Figure 1. M4 wires (run 1).
Drawn at 2 px/um. Supply wires on this layer in grey. Cells faint in the background.
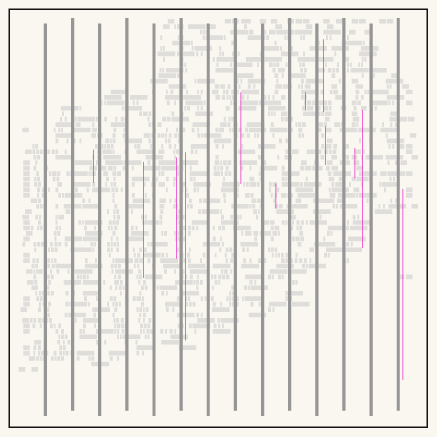
Figure 2. Flops by top-level scope (run 1).
Drawn at 1.5 px/um. Other sequential cells in the stronger grey, the rest of the logic in the fainter grey.
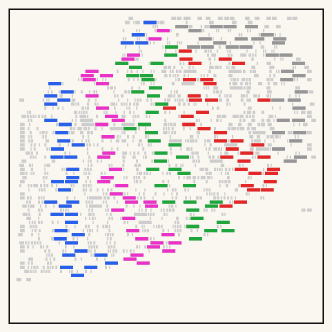
Figure 3. Met3 routing (run 1).
Drawn at 2 px/um. Cells faint in the background.
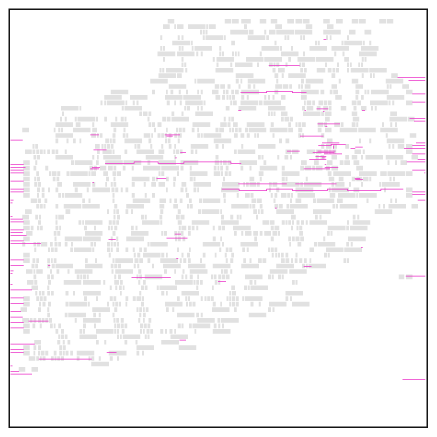
Figure 4. Clock routing (run 1).
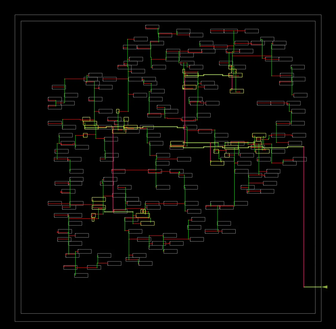
===== src/rtl/shifter_pkg.sv =====
// shifter_pkg: operation encodings and the log2 helper shared by the barrel shifter.
package shifter_pkg;
    localparam logic [1:0] OP_SLL = 2'b00;
    localparam logic [1:0] OP_SRL = 2'b01;
    localparam logic [1:0] OP_SRA = 2'b10;
    localparam logic [1:0] OP_ROR = 2'b11;

    function automatic int clog2(input int n);
        int r;
        r = 0;
        for (int i = 0; i < 31; i++)
            if ((1 << i) < n) r = i + 1;
        return r;
    endfunction
endpackage


===== src/rtl/shift_stage.sv =====
// shift_stage: one combinational log-shifter stage moving data by DIST when enabled.
module shift_stage import shifter_pkg::*; #(
    parameter int WIDTH = 32,
    parameter int DIST  = 1
) (
    input  logic [WIDTH-1:0] data,
    input  logic [1:0]       op,
    input  logic             en,
    output logic [WIDTH-1:0] result
);
    logic [WIDTH-1:0] shifted;
    // SRA replicates the current MSB, which every earlier stage preserved as the sign
    always_comb begin
        shifted = op == OP_SLL ? data << DIST :
                  op == OP_SRL ? data >> DIST :
                  op == OP_SRA ? {{DIST{data[WIDTH-1]}}, data[WIDTH-1:DIST]} :
                                 {data[DIST-1:0], data[WIDTH-1:DIST]};
        result  = en ? shifted : data;
    end
endmodule


===== src/rtl/pipelined_barrel_shifter.sv =====
// pipelined_barrel_shifter: log shifter (SLL/SRL/SRA/ROR) with a register every REG_EVERY stages
// and a global valid/ready stall; a result appears L = ceil(S/REG_EVERY) cycles after acceptance.
module pipelined_barrel_shifter import shifter_pkg::*; #(
    parameter  int WIDTH     = 32,
    parameter  int REG_EVERY = 1,
    localparam int S         = clog2(WIDTH)
) (
    input  logic             CLK,
    input  logic             RST,
    input  logic             IN_VALID,
    output logic             IN_READY,
    input  logic [WIDTH-1:0] B,
    input  logic [S-1:0]     AMT,
    input  logic [1:0]       OP,
    output logic             OUT_VALID,
    input  logic             OUT_READY,
    output logic [WIDTH-1:0] Z,
    output logic             OUT_ZERO
);
    logic             en;
    logic [WIDTH-1:0] d [0:S];
    logic             v [0:S];
    logic [1:0]       o [0:S-1];
    logic [S-1:0]     a [0:S-1];
    logic [WIDTH-1:0] c [0:S-1];
    logic             zero_q;

    assign en        = ~v[S] | OUT_READY;
    assign IN_READY  = en;
    assign d[0]      = B;
    assign v[0]      = IN_VALID;
    assign o[0]      = OP;
    assign a[0]      = AMT;
    assign Z         = d[S];
    assign OUT_VALID = v[S];
    assign OUT_ZERO  = zero_q;

    genvar k;
    for (k = 0; k < S; k++) begin : g_stage
        localparam bit R = ((k + 1) % REG_EVERY == 0) || (k == S - 1);
        shift_stage #(.WIDTH(WIDTH), .DIST(1 << k)) u_stage (
            .data(d[k]), .op(o[k]), .en(a[k][k]), .result(c[k])
        );
        if (R) begin : g_reg
            logic [WIDTH-1:0] rd;
            logic             rv;
            always_ff @(posedge CLK or posedge RST)
                if (RST) begin
                    rd <= '0;
                    rv <= 1'b0;
                end else if (en) begin
                    rd <= c[k];
                    rv <= v[k];
                end
            assign d[k+1] = rd;
            assign v[k+1] = rv;
        end else begin : g_pass
            assign d[k+1] = c[k];
            assign v[k+1] = v[k];
        end
        // op/amount are only carried to stages that still need them
        if (k < S - 1) begin : g_ctl
            if (R) begin : g_reg
                logic [1:0]   ro;
                logic [S-1:0] ra;
                always_ff @(posedge CLK or posedge RST)
                    if (RST) begin
                        ro <= '0;
                        ra <= '0;
                    end else if (en) begin
                        ro <= o[k];
                        ra <= a[k];
                    end
                assign o[k+1] = ro;
                assign a[k+1] = ra;
            end else begin : g_pass
                assign o[k+1] = o[k];
                assign a[k+1] = a[k];
            end
        end
    end

    always_ff @(posedge CLK or posedge RST)
        if (RST) zero_q <= 1'b0;
        else if (en) zero_q <= v[S-1] && c[S-1] == '0;
endmodule


===== config.mk =====
export PLATFORM = sky130hd
export DESIGN_NAME = pipelined_barrel_shifter
export DESIGN_NICKNAME = d
export VERILOG_FILES = /design/src/rtl/shifter_pkg.sv /design/src/rtl/shift_stage.sv /design/src/rtl/pipelined_barrel_shifter.sv
export SDC_FILE = /design/constraint.sdc
export NUM_CORES = 1
export LEC_CHECK = 0
export CORE_MARGIN = 4
export CORE_UTILIZATION = 25
export DETAILED_ROUTE_END_ITERATION = 10
export PLACE_DENSITY = 0.45
export SYNTH_ARGS = -nofsm -noshare
export SYNTH_HDL_FRONTEND = slang
export SYNTH_SLANG_ARGS = --single-unit

===== constraint.sdc =====
create_clock -name CLK -period 6.4 [get_ports CLK]
set_input_delay 0.96 -clock CLK [delete_from_list [all_inputs] [get_ports CLK]]
set_output_delay 0.96 -clock CLK [all_outputs]
set_load 0.01 [all_outputs]

==> results.txt, run 1 <==
Synthesis and PnR results.

- The critical path ends at IN_READY.
- The area share of fa/ha/maj cells after synthesis is 0.
- Pins over their slew limit in the final report were tallied at 0.
- For the combinational group, total power comes out at 2440 uW.
- The start of the worst register-to-register path is OUT_VALID$_DFFE_PP0P_.
- The detailed-placement wirelength estimate reads 19,000 um.
- Setup total negative slack on the finished layout was measured at 0 ns.
- The clock period minus worst slack is 3.47 ns.
- The clock root buffer reads clkbuf_16.
- The total standard cell area after synthesis is 10,000 um^2.
- The initial cell density of the core is 0.252.
- The number of cell instances after yosys synthesis reads 1,299.
- The die outline height reads between 200 and 250 um.
- In this run, post-CTS hold repair placed 0 buffers.
- The top logic cell family in the synthesized netlist reads simple AND/OR/NAND/NOR gates.
- The critical path depth is 4.
- The worst reg2reg path depth is 5.
- The net switching component of the power is 2620 uW.
- The most used flip-flop cell after synthesis is dfrtp_1.
- The DRC violation count after routing is 0.
- The total power density per cell area reads 507 nW/um^2.
- Hold is met by 0.466 ns.
- The most used routing layer is met2.
- The gate count of the mapped netlist is 1,299.
- The CTS H-tree depth is 4.
- The gate-level netlist out of Yosys references 39 unique cell types.
- The final worst setup slack is 2.93 ns.
- The critical path launch point type is a primary input.
- The number of flip-flops under the largest register name reads ~130.
- Switching power as a fraction of the total was reported as 0.448.
- The final cell area excluding filler cells is 11,500 um^2.
- Setup repair after global routing left no endpoint under its margin.
- The layout overhead on the synthesized area is 15.0%.
- The number of buffer cells added on primary ports is 77.
- Walking the worst path, the cells encountered are clkdlybuf4s50_1, nor2b_4, clkinv_2, clkdlybuf4s50_1.
- For this run, the post-layout net count is ~1,300.
- The post-synthesis share of cell area spent on and-or and or-and gates is 0.195.
- The run reported a max-capacitance violation count of 0.
- The share of total power in combinational logic is 0.417.
- The analysis reports a worst IR drop on VDD of 0.000175 V.
- The synthesized area divided by synthesized cell count is 7.72 um^2.
- Broken down by cell family, the worst path's largest delay share belongs to buffers and inverters.
- The placement-stage cell area reads 11,000 um^2.
- The area fraction in mux cells reads 0.0250.
- The parity-gate share of the synthesized area counting xor and xnor cells reads 0.
- The required time reported for the critical path endpoint is 5.44 ns.
- Yosys reports that the most numerous cell types are 385 x nand2_1, 184 x dfrtp_1, 151 x o21ai_1, 122 x nand3_1, 115 x o21ai_0.
- The post-synth tally of flip-flops with integrated enable reads 0.
- The heaviest power group reads combinational cells.
- The endpoint class of the critical path is a primary output.
- For this run, global-route usage on met2 was measured as 0.197.
- Synthesis produced a netlist with a net count of approximately 1,300.
- In this build the clock could be raised as far as between 200 and 300 MHz.
- The global-route total usage across every layer reads 0.128.
- The share of Yosys cell area claimed by the top area cell type reads 0.459.
- The worst register-to-register path has a setup slack of 3.73 ns.
- For met1 alone, demand over resource in global routing was 0.185.
- Per the layout report, the design carries 4,355 filler cells.
- TritonCTS built the clock tree.
- The register with the highest flop count is g_stage.g_reg.rd.
- The leakage component of the power reads 0.00460 uW.
- The data arrival time reported for the critical path is 2.51 ns.
- Detailed routing placed a total of 853 um of wire on met3.
- The transition time recorded at the tightest slew-check pin is 1.21 ns.
- Along the worst hold path, the cell count comes to 2.
- The horizontal extent of the die reads 208 um.
- Post-route period utilization is reported as 0.543.
- The pin count of the biggest net entering global routing reads around 120.
- In this run the remaining antenna-violating nets after routing total 0.
- The total internal power is between 3000 and 4000 uW.
- The library cell with the largest summed area after synthesis is dfrtp_1.
- The cell count after placement is 1,796.
- The top layer reached by signal wires reads met4.
- The met2 wirelength from detailed routing is ~12,000 um.
- Detailed-route iteration 0 reported a violation count of 506.
- The sequential share of power reads 0.414.
- The total power consumption of the routed design is 5850 uW.
- The power attributed to sequential cells reads 2420 uW.
- The maximum fanout count along the critical path is 26.
- The count of inserted antenna diode cells reads 0.
- The die outline area reads between 40,000 and 50,000 um^2.
- On the worst setup and hold paths after CTS, the clock-pin slew comes to ~0.070 ns.
- In the final report, the number of endpoints failing setup comes to 0.
- The register share after synthesis reads 0.459.
- The count of endpoints failing hold in the final timing report reads 0.
- The worst slack after detailed placement reads 2.66 ns.
- The endpoint of the most critical register-to-register path reads g_stage[3].g_reg.rd[31]$_DFFE_PP0P_.
- The critical path start-end classification reads in -> out.
- The total setup buffers inserted after CTS is 0.
- The detail-routed via count per cell reads roughly 4.8.
- The first detailed-routing pass took 5 iterations.
- The I/O pin count is a little under 80.
- The post-synthesis share of cell area spent on and, or, nand and nor gates reads 0.259.
- For this run the aggregate overflow at the end of global routing stands at 0.
- The global-route wire length before repair is between 40,000 and 50,000 um.
- The async set-or-reset flop fraction in the synthesized netlist reads 1.00.
- The number of buffer and inverter instances along the worst setup path reads 3.
- The count of warnings emitted by yosys reads 0.
- The via count of the first global-routing pass reads 8,278.
- The count of tool warnings reads 28.
- The clock share of power is 0.170.
- The slowest library cell on the worst path reads clkdlybuf4s50_1.
- The number of gates resized after CTS reads 0.
- The core area is 39,700 um^2.
- The worst slew slack as a fraction of its limit is 0.194.
- The class of the tightest hold or removal check reads reg -> reg.
- The average detailed-routed wire length per instance reads 15.1 um.
- The chip area in the Yosys report is 10,000 um^2.
- The combinational gate area is a little under 5000 um^2.
- Counting along the longest clock path gives a buffer depth of 2.
- The fraction of layout instances using a drive strength above 1 is 0.0407.
- The launch point of the worst min-delay path is recorded as Z[21]$_DFFE_PP0P_.
- By area the synthesized netlist is led by dfrtp_1 46%, nand2_1 14%, o21ai_1 7.5%.
- The dominant cell type by count on the critical path reads clkdlybuf4s50_1.
- The critical path starts at OUT_READY.
- The final worst clock skew is between 0.01 and 0.015 ns.
- The post-synthesis cell type with the largest instance count is nand2_1.
- The run finished with clean final reports.
- The met1 wire length reads roughly 14,000 um.
- According to the floorplan log, the row count is 73.
- The total area of sequential cells reads 4600 um^2.
- The post-synthesis register bit count is roughly 180.
- The delay of the slowest cell on the worst path reads 0.61 ns.
- The sink of the worst hold path is Z[21]$_DFFE_PP0P_.
About Figure 1:
The wires run mostly vertical. The longest straight run is 95.2 um. The layer carries 519 um of wire. The layer holds 1.9% of the routed length. 9 nets have wire on it.
number of vias after detailed routing: 8,706
overall routed net length: 27,500 um

About Figure 2:
`g_stage[1]`: drawn in magenta, flops 38. `g_stage[0]`: drawn in blue, flops 39. `g_stage[3]`: drawn in red, flops 36. `g_stage[2]`: drawn in green, flops 37.
number of non-filler instances in the completed layout: 1,828
end-of-flow core utilization: 0.290

About Figure 3:
The layer carries 853 um of wire. 94 nets have wire on it. The wires run mostly horizontal. The layer holds 3.1% of the routed length. The longest straight run is 26.2 um.
met3 global-route usage: 0.0207

About Figure 4:
clk pwr: 993 uW
clk_buf instances: 23
insertion delay at the late pin of the worst-skew pair: 0.43 ns
total CTS buffers: 17
number of sinks driven by the clock tree: 184

## run 1: cell type report
| class | count | area share |
|---|---|---|
| Clock buffer | 23 | 0.0406 |
| Multi-Input combinational cell | 983 | 0.418 |
| Sequential cell | 184 | 0.399 |
| Inverter | 16 | 0.00575 |
| Clock inverter | 9 | 0.00586 |
| Tap cell | 525 | 0.0570 |
| Timing Repair Buffer | 88 | 0.0736 |
## run 1: placed cells by master, fill, tap and decap left out, types with 17 or more instances in the layout
cell type        count
clkbuf_16           17
o21ai_0            115
nand3_1            122
dfrtp_1            184
mux2i_1             25
nor2_1              36
o21ai_1            151
clkdlybuf4s50_1     76
o211ai_1            29
nand2_1            385
==> run 2: changes to the inputs <==
- clock period: 6.4 -> 3.2 ns (I/O delays scaled with it)
Figure 5. M4 wires (run 2).
Drawn at 2 px/um. Supply wires on this layer in grey. Cells faint in the background.
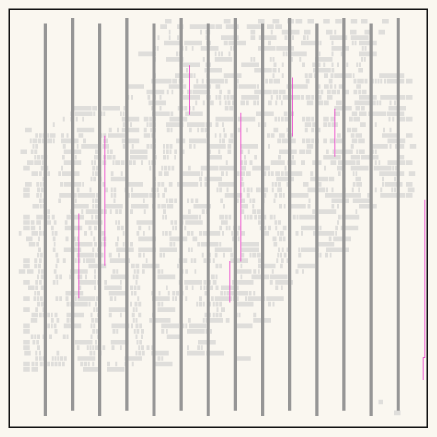
The layer carries 370 um of wire. The wires run mostly vertical. The layer holds 1.3% of the routed length.

==> run 2 against run 1 <==
Effect of this change: final area rose by 1.6%; register-to-register slack got worse by 2.9 ns; sequential share of layout area fell by 0.64 points; hold slack barely moved; combinational power rose by 110%; critical path type unchanged; largest cell class unchanged; largest power group unchanged.
==> results.txt, run 2 <==
Synthesis and PnR results.

- The critical path start-end classification reads in -> out.
- Along the worst path, the maximum fanout reaches 21.
- The total power consumption of the routed design is about 12,000 uW.
- The floorplan step set the die width to 208 um.
- The post-synth tally of flip-flops with integrated enable reads 0.
- In the post-synthesis netlist, the cell with the most instances is nand2_1.
- The met2 track demand over resource in global routing is 0.208.
- The total internal power is 6600 uW.
- The count of tool warnings is 28.
- The total clock buffers created by CTS reads 17.
- The filler-free cell count of the finished design reads ~1,800.
- The first global-routing pass estimated roughly 46,000 um of wire.
- The area share of fa/ha/maj cells after synthesis reads 0.
- The initial cell density of the core is 0.252.
- Setup repair after global routing left no endpoint under its margin.
- The die is 208 um tall.
- Per the cell usage report, the commonest logic cells after layout are 385 x nand2_1, 184 x dfrtp_1, 151 x o21ai_1.
- The share of Yosys cell area claimed by the top area cell type reads 0.459.
- The count of inserted antenna diode cells is 0.
- The distinct cell type count after synthesis reads 39.
- Before any placement, the netlist area is recorded as 10,000 um^2.
- The number of clock sinks seen by CTS reads 184.
- Summing all multiplexer cells gives an area fraction of 0.0250.
- The number of buffer and inverter instances along the worst setup path reads 3.
- Per Yosys stat, the portion of area used by sequential elements is 0.459.
- Per the hold report, the tightest min-delay path originates at g_stage[1].g_ctl.g_reg.ra[3]$_DFFE_PP0P_.
- The global routing met3 resource utilization reads 0.0259.
- After synthesis, the design contains ~1,300 cells according to Yosys.
- The delay of the slowest cell on the worst path is between 0.5 and 0.6 ns.
- The die outline area reads 43,400 um^2.
- After global routing the overflow that remains totals 0.
- For this sky-water flow run, the detailed-routed wirelength per cell is reported as 15.0 um.
- The power report lists the combinational group at 5050 uW.
- The final hold violation count recorded for this run is 0.
- The worst IR drop on VDD reads ~0.00048 V.
- The routed layout reports a DRC error count of 0.
- The worst slack after detailed placement reads 0.671 ns.
- The async set-or-reset flop fraction in the synthesized netlist reads 1.00.
- The root buffer cell chosen for the clock tree is clkbuf_16.
- The number of DRC markers in iteration 0 reads 566.
- Per the run report, area growth between synthesis and finish was 16.9%.
- The category of cells accounting for the largest share of critical-path delay is buffers and inverters.
- The final worst clock skew is 0.0161 ns.
- The timing report gives the clock slew at the launch and capture registers of the worst setup and hold paths as 0.06 ns.
- The gate count of the mapped netlist reads 1,299.
- Of the total power, registers draw 0.402.
- The highest clock rate is 399 MHz.
- The post-route worst hold slack reads 0.466 ns.
- TritonCTS built the clock tree.
- The power drawn by the clock network reads 2030 uW.
- The share of the clock period used by the worst path after layout reads 0.783.
- The via count of the first global-routing pass is around 8,300.
- Per the final report, max-transition violations number 0.
- The share of total power in combinational logic reads 0.426.
- The most numerous logic cell after layout is nand2_1.
- The power attributed to sequential cells reads 4760 uW.
- By area the synthesized netlist is led by dfrtp_1 46%, nand2_1 14%, o21ai_1 7.5%.
- The top logic cell family in the synthesized netlist reads simple AND/OR/NAND/NOR gates.
- The script extracted a net switching power of 5240 uW.
- The clock share of power reads 0.171.
- The final routed wirelength across all metal layers reads around 28,000 um.
- The worst reg2reg path depth is 6.
- The number of instances on the worst hold path reads 2.
- Tracing the worst setup path back leads to its startpoint at OUT_READY.
- The placement-stage cell area reads 11,200 um^2.
- The capture point of the worst path is IN_READY.
- The switching share of power reads 0.443.
- The leakage component of the power is between 0.004 and 0.005 uW.
- The post-cts hold-fix buffer tally is 0.
- The library cell with the largest summed area after synthesis reads dfrtp_1.
- The run finished with clean final reports.
- The register with the highest flop count reads g_stage.g_reg.rd.
- The actual slew at the worst max-slew pin is 1.29 ns.
- The most used routing layer reads met2.
- The register with the most flip-flops in the layout has 128 of them.
- The endpoint of the most critical register-to-register path is OUT_ZERO$_DFFE_PP0P_.
- The detail-routed via count per cell is between 4 and 5.
- The final layout report lists a filler cell count of 4,359.
- The core area reads roughly 40,000 um^2.
- The dominant cell type by count on the critical path is clkdlybuf4s50_1.
- The slowest library cell on the worst path is clkdlybuf4s50_1.
- The clock period minus worst slack reads 2.51 ns.
- The endpoint class of the critical path is a primary output.
- Averaged over all synthesized cells, the footprint is 7.72 um^2.
- In this run the critical path is formed by clkdlybuf4s50_1, nor2b_4, clkinv_2, clkdlybuf4s50_1.
- The core occupancy in the finished layout is 0.295.
- The total setup buffers inserted after CTS reads 0.
- The pin count of the biggest net entering global routing is about 260.
- The post-synthesis share of cell area spent on and-or and or-and gates is 0.195.
- The warning tally printed by Yosys for this design is 0.
- The heaviest power group is combinational cells.
- The fraction of layout instances using a drive strength above 1 is 0.0516.
- The remaining antenna violation count after routing is 0.
- The data required time reported for the critical path is 2.72 ns.
- After clock tree synthesis, the repair step resized 0 gates.
- The critical path launch point type is a primary input.
- Ranked by instance count, the synthesized netlist is headed by 385 x nand2_1, 184 x dfrtp_1, 151 x o21ai_1, 122 x nand3_1, 115 x o21ai_0.
- The post-synthesis register bit count is 184.
- Per the OpenROAD timing report, the critical path contains 4 cells.
- For this run the detailed placement stage logged an HPWL of 19,400 um.
Figure 6. Pin map (run 2).
Drawn at 2 px/um. Pins as bars across the die edge, other pins in grey.
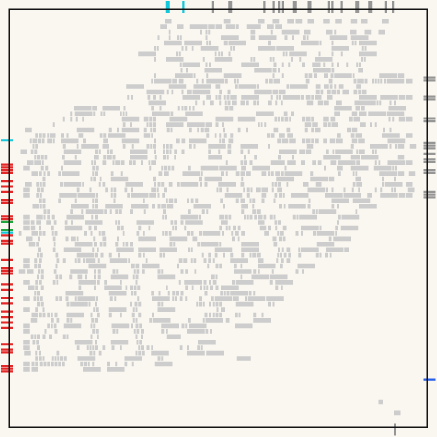
`B`: drawn in red, pins 32, direction input, edge west. `CLK`: drawn in blue, pins 1, direction input, edge east. `OP`: drawn in green, pins 2, direction input, edge west. `AMT`: drawn in cyan, pins 5, direction input, edge 3 north, 2 west.
All pins by edge: 36 west, 23 north, 18 east, 1 south.

[run 2: cell counts after synthesis]
Identical to the previous run, type by type.
[run 2: cell families after synthesis]
family / count (synthesis)
mux: 25
buf+inv: 132
simple gates: 606
flops: 184
compound gates: 352
[run 2: layout make-up]
cell class	count	area [um^2]	share of cell area
timing repair buffer	102	1020	0.0867
multi-input combinational	983	4820	0.411
sequential	184	4600	0.393
inverter	16	65.1	0.00555
clock buffer	21	460	0.0393
clock inverter	11	98.8	0.00844
tap	525	657	0.0561
[run 2: layer usage]
| metal | up-vias | wire, um |
|---|---|---|
| li1 | 4467 | - |
| met1 | 4015 | 13500 |
| met2 | 147 | 12900 |
| met3 | 22 | 952 |
| met4 | 0 | 369 |
| met5 | - | 0 |
==> run 3: changes to the inputs <==
- PLACE_DENSITY: 0.45 -> 0.46
- clock period: 3.2 -> 2.1 ns (I/O delays scaled with it)
Figure 7. Flops by top-level scope (run 3).
Drawn at 1.5 px/um. Other sequential cells in the stronger grey, the rest of the logic in the fainter grey.
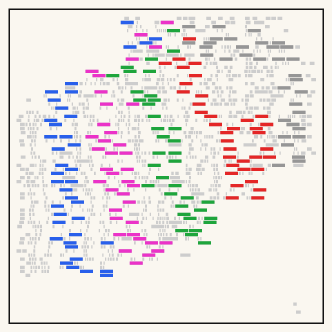
`g_stage[2]`: drawn in green, flops 37. `g_stage[0]`: drawn in blue, flops 39, where a column on the left. `g_stage[3]`: drawn in red, flops 36. `g_stage[1]`: drawn in magenta, flops 38.
Another 34 sequential cells are not coloured.

==> run 3 against run 2 <==
Effect of this change: highest routed layer unchanged; sequential cell count is the same; area after synthesis unchanged; power up 54%; final area is 1.9% higher; critical endpoint unchanged; count of clock-buffer cells in the layout down 2; hold slack got worse by 0.16 ns; core utilization increased by 0.56 points; critical path type is now reg -> out.
==> results.txt, run 3 <==
Synthesis and PnR results.

- The flow ran to the end, and the final reports show no timing, DRC or antenna violations.
- For reference, the critical path cell chain is nor2b_4, clkinv_2, clkdlybuf4s50_1.
- The via count of the first global-routing pass reads 8,302.
- The chip area in the Yosys report reads 10,000 um^2.
- The total vias in the final route is 8,710.
- The insertion delay at the late pin of the worst-skew pair reads 0.44 ns.
- The placement-stage cell area reads approximately 11,000 um^2.
- The register share after synthesis is 0.459.
- The detail-routed via count per cell reads 4.69.
- The min-delay analysis places its worst path in the category in -> async.
- The number of DRC markers in iteration 0 is between 500 and 600.
- The library cells used most frequently in the layout, excluding fill and tap cells, are 385 x nand2_1, 184 x dfrtp_1, 151 x o21ai_1.
- The average detailed-routed wire length per instance reads 14.7 um.
- The final report gives the core utilization as 0.300.
- The final worst setup slack reads 0.198 ns.
- The data arrival time of the worst path is 1.59 ns.
- The clock share of power is 0.172.
- The sequential share of power is 0.386.
- The clock input transition at the sequential cells of the worst setup and hold paths reads 0.07 ns.
- Measured against the total synthesized area, the mux share comes to 0.0250.
- The flop share of the area reads 0.386.
- The die outline area reads between 40,000 and 50,000 um^2.
- The total power density per cell area reads 1530 nW/um^2.
- The top logic cell family in the synthesized netlist is simple AND/OR/NAND/NOR gates.
- OpenROAD emitted warnings numbering 27.
- The area share of fa/ha/maj cells after synthesis is 0.
- The total of max-cap violations is 0.
- The number of max-slew violations in the final report is 0.
- Relative to the synthesized area, the layout overhead comes to 19.1%.
- The clock buffer instance count of the final layout is 19.
- The layout stage reports a final design area of between 10,000 and 15,000 um^2.
- The worst slew slack as a fraction of its limit is 0.336.
- The highest clock rate reads 526 MHz.
- The biggest cell category by area in the final layout is combinational gates.
- The combinational gate area reads between 4000 and 5000 um^2.
- The global route stage reports its total congestion overflow as 0.
- The post-synthesis cell type with the largest instance count is nand2_1.
- The number of filler cells placed in the layout is 4,341.
- The number of buffers outside the clock class in the layout is about 120.
- The routed wire length on met3 is about 890 um.
- The core area reads between 30,000 and 40,000 um^2.
- In this run the VDD rail shows a maximum IR drop of 0.000675 V.
- The final worst clock skew reads 0.00920 ns.
- The number of sequential storage elements reads 184.
- The gate count of the mapped netlist reads 1,299.
- Setup repair after global routing left no endpoint under its margin.
- The most used routing layer reads met2.
- The leakage component of the power is 0.00482 uW.
- In this design, the stage delay of the slowest critical-path cell is 0.49 ns.
- The global routing report lists met1 layer usage as 0.178.
- Post-CTS repair changed the size of 0 cells.
- STA classifies the critical path endpoint as a primary output.
- The number of nets at floorplan reads around 1,300.
- During I/O placement, the number of pins put on the boundary was 78.
- For this run, the post-layout net count is approximately 1,400.
- The endpoint of the most critical register-to-register path reads g_stage[1].g_reg.rd[5]$_DFFE_PP0P_.
- Per the final report, the share of cell area in clock cells is 0.0472.
- Adding up every negative setup slack in the final design gives 0 ns.
- The slowest library cell on the worst path reads clkdlybuf4s50_1.
- In the final layout, excluding clock inverters the inverter count is 16.
- The DRC violation count after routing reads 0.
- The switching share of power reads 0.439.
- The share of Yosys cell area claimed by the top area cell type reads 0.459.
- The total area of sequential cells is around 4600 um^2.
- The combinational logic power is 8090 uW.
- The register with the highest flop count is g_stage.g_reg.rd.
- The filler-free cell count of the finished design is ~1,900.
- The post-synth tally of flip-flops with integrated enable reads 0.
- The async set-or-reset flop fraction in the synthesized netlist is 1.00.
- The distinct cell type count after synthesis is 39.
- The critical path start-end classification is reg -> out.
- The actual slew at the worst max-slew pin is 0.997 ns.
- The parity-gate share of the synthesized area counting xor and xnor cells is 0.
- The final routed wirelength across all metal layers reads 27,400 um.
- The maximum fanout count along the critical path reads 2.
- The worst slack after detailed placement reads around 0.15 ns.
- The layout multi-input combinational cell count reads 983.
- The post-synthesis share of cell area spent on and-or and or-and gates reads 0.195.
Figure 8. Pin map (run 3).
Drawn at 2 px/um. Pins as bars across the die edge, other pins in grey.
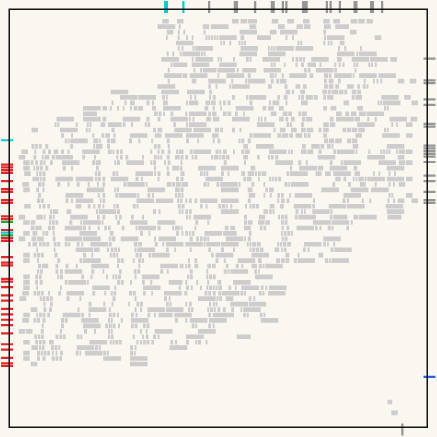
`B`: drawn in red, pins 32, direction input, edge west. `AMT`: drawn in cyan, pins 5, direction input, edge 3 north, 2 west. `OP`: drawn in green, pins 2, direction input, edge west. `CLK`: drawn in blue, pins 1, direction input, edge east.
IO Port Bufs: 77
die width: 208 um
Die Height: 208 um

-- run 3: cell counts after synthesis --
No cell type changed its count.
-- run 3: worst max path at each step --
stage	startpoint	slack, ns	end	cells past startpoint
2_1_floorplan	RST	-0.58	OUT_VALID$_DFFE_PP0P_	1
3_3_place_gp	OUT_READY	0.15	g_stage[0].g_reg.rd[31]$_DFFE_PP0P_	6
3_5_place_dp	OUT_READY	0.15	g_stage[2].g_ctl.g_reg.ro[0]$_DFFE_PP0P_	6
4_1_cts	OUT_VALID$_DFFE_PP0P_	0.15	IN_READY	3
5_1_grt	OUT_VALID$_DFFE_PP0P_	0.11	IN_READY	3
6_report	OUT_VALID$_DFFE_PP0P_	0.20	IN_READY	3
Power is estimated from default activity; no workload was simulated.
